===== config.mk =====
export PLATFORM = sky130hd
export DESIGN_NAME = register_file_param
export DESIGN_NICKNAME = d
export VERILOG_FILES = /design/src/rtl/register_file_param.sv
export SDC_FILE = /design/constraint.sdc
export NUM_CORES = 2
export LEC_CHECK = 0
export CAP_MARGIN = 0
export CORE_MARGIN = 4
export CORE_UTILIZATION = 25
export CTS_BUF_LIST = sky130_fd_sc_hd__clkbuf_8
export DETAILED_ROUTE_END_ITERATION = 16
export SLEW_MARGIN = 25
export SYNTH_ARGS = -nofsm -noshare
export SYNTH_HDL_FRONTEND = slang
export SYNTH_SLANG_ARGS = --single-unit

===== constraint.sdc =====
create_clock -name clk -period 3.17 [get_ports clk]
set_clock_uncertainty 0.1 [all_clocks]
set_input_delay 0.634 -clock clk [delete_from_list [all_inputs] [get_ports clk]]
set_output_delay 0.634 -clock clk [all_outputs]
set_load 0.05 [all_outputs]

===== src/rtl/register_file_param.sv =====
// Parametrised register file: asynchronous reads, synchronous write, optional hardwired-zero r0, clear sweep FSM.
// Zero-latency reads; the writer must hold off while busy. Define REGFILE_BYPASS_EN to forward same-cycle writes to reads.
module register_file_param #(
  parameter int DATA_W     = 32,
  parameter int ADDR_W     = 5,
  parameter int READ_PORTS = 2,
  parameter int ZERO_REG   = 1
) (
  input  logic                         clk,
  input  logic                         reset_n,
  input  logic                         clk_enable,
  input  logic [READ_PORTS*ADDR_W-1:0] read_addr,
  output logic [READ_PORTS*DATA_W-1:0] read_data,
  input  logic                         write_enable,
  input  logic [ADDR_W-1:0]            write_address,
  input  logic [DATA_W-1:0]            write_data,
  input  logic                         clear_req,
  output logic                         busy
);
  localparam int DEPTH = 2**ADDR_W;

  typedef enum logic {IDLE, CLEAR} state_t;

  state_t              state;
  logic [ADDR_W-1:0]   counter;
  logic [DATA_W-1:0]   mem [DEPTH];
  logic                wr_zero;
  logic                wr_ok;

  // A clear request in the same cycle wins over a pending write.
  assign wr_zero = (ZERO_REG != 0) && (write_address == '0);
  assign wr_ok   = clk_enable && write_enable && (state == IDLE) && !clear_req && !wr_zero;

  always_ff @(posedge clk or negedge reset_n) begin
    if (!reset_n) begin
      state   <= IDLE;
      counter <= '0;
      busy    <= 1'b0;
      for (int i = 0; i < DEPTH; i++) mem[i] <= '0;
    end else if (clk_enable) begin
      case (state)
        IDLE: begin
          if (clear_req) begin
            state   <= CLEAR;
            counter <= '0;
            busy    <= 1'b1;
          end else if (wr_ok) begin
            mem[write_address] <= write_data;
          end
        end
        CLEAR: begin
          mem[counter] <= '0;
          counter      <= counter + 1'b1;
          if (&counter) begin
            state <= IDLE;
            busy  <= 1'b0;
          end
        end
        default: state <= IDLE;
      endcase
    end
  end

  for (genvar k = 0; k < READ_PORTS; k++) begin : g_rd
    logic [ADDR_W-1:0] ra;
    logic [DATA_W-1:0] stored;

    assign ra     = read_addr[k*ADDR_W +: ADDR_W];
    assign stored = ((ZERO_REG != 0) && (ra == '0)) ? '0 : mem[ra];
`ifdef REGFILE_BYPASS_EN
    assign read_data[k*DATA_W +: DATA_W] = (wr_ok && (write_address == ra)) ? write_data : stored;
`else
    assign read_data[k*DATA_W +: DATA_W] = stored;
`endif
  end

endmodule


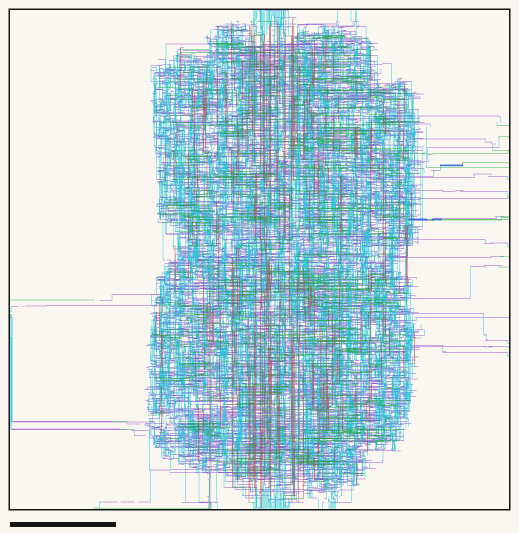
wires.png
The bar under the picture is 100 µm long.
[metal 4] red | wire length: 12,600 µm
[metal 3] green | wire length: 19,700 µm
[metal 2] cyan | wire length: 97.7 mm
[metal 5] blue | wire length: 43.2 µm
[metal 1] purple | wire length: 82.9 mm
overall fraction of global-route tracks in use: 18.8%
routed via count: 42,400
detail-routed net length per standard cell: 29.5 µm
aggregate routed wire length: 213,000 µm

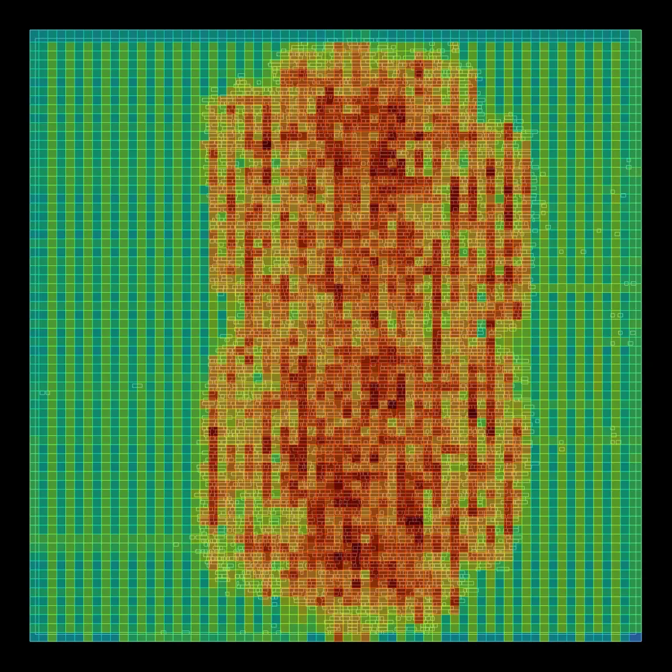
congestion.png
met2 capacity usage during global routing: 29.3%
global routing usage on met3: 4.12%

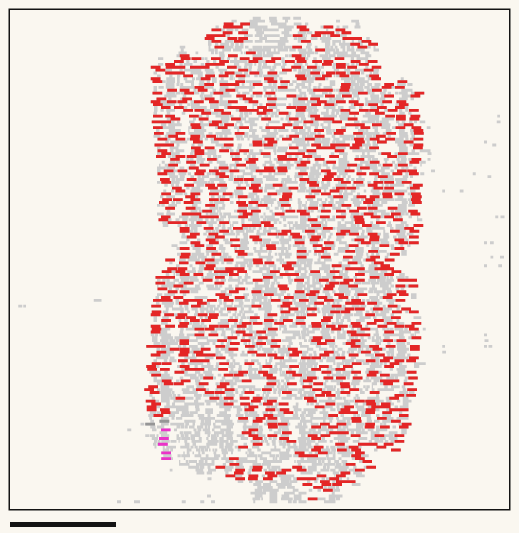
flops_by_reg.png
The bar under the picture is 100 µm long.
[mem] red | sequential cells: 1,024
[counter] magenta | sequential cells: 5

==> impl_metrics.env <==
# implementation run metrics
export IMPL_synth_avg_cell_area_um2=13.9
export IMPL_setup_slack_ps=-308
export IMPL_result_of_the_run="finished with violations"
export IMPL_grt_pass1_wl_um=314000
export IMPL_share_comb_of_total_power_pct=21.0
export IMPL_place_port_buffers=116
export IMPL_floorplan_net_count=3925
export IMPL_placed_cells=6901
export IMPL_path_cells="mux4_2 -> mux2_4 -> o21ai_2 -> buf_6 -> a311oi_4 -> buf_12 -> buf_12"
export IMPL_cp_end_kind="output pin"
export IMPL_relSlewSlack_pct=24.3
export IMPL_setup_viol=64
export IMPL_finalNetCount=4339
export IMPL_violations_in_the_final_reports="setup timing"
export IMPL_layout_top_cell_excl_fill_tap="dfrtp_1"
export IMPL_pg_comb_mw=7.09
export IMPL_drt_pass1_iter_count=6
export IMPL_finalHoldViolations=0
export IMPL_final_antenna_net_count=0
export IMPL_vias_per_cell=5.87
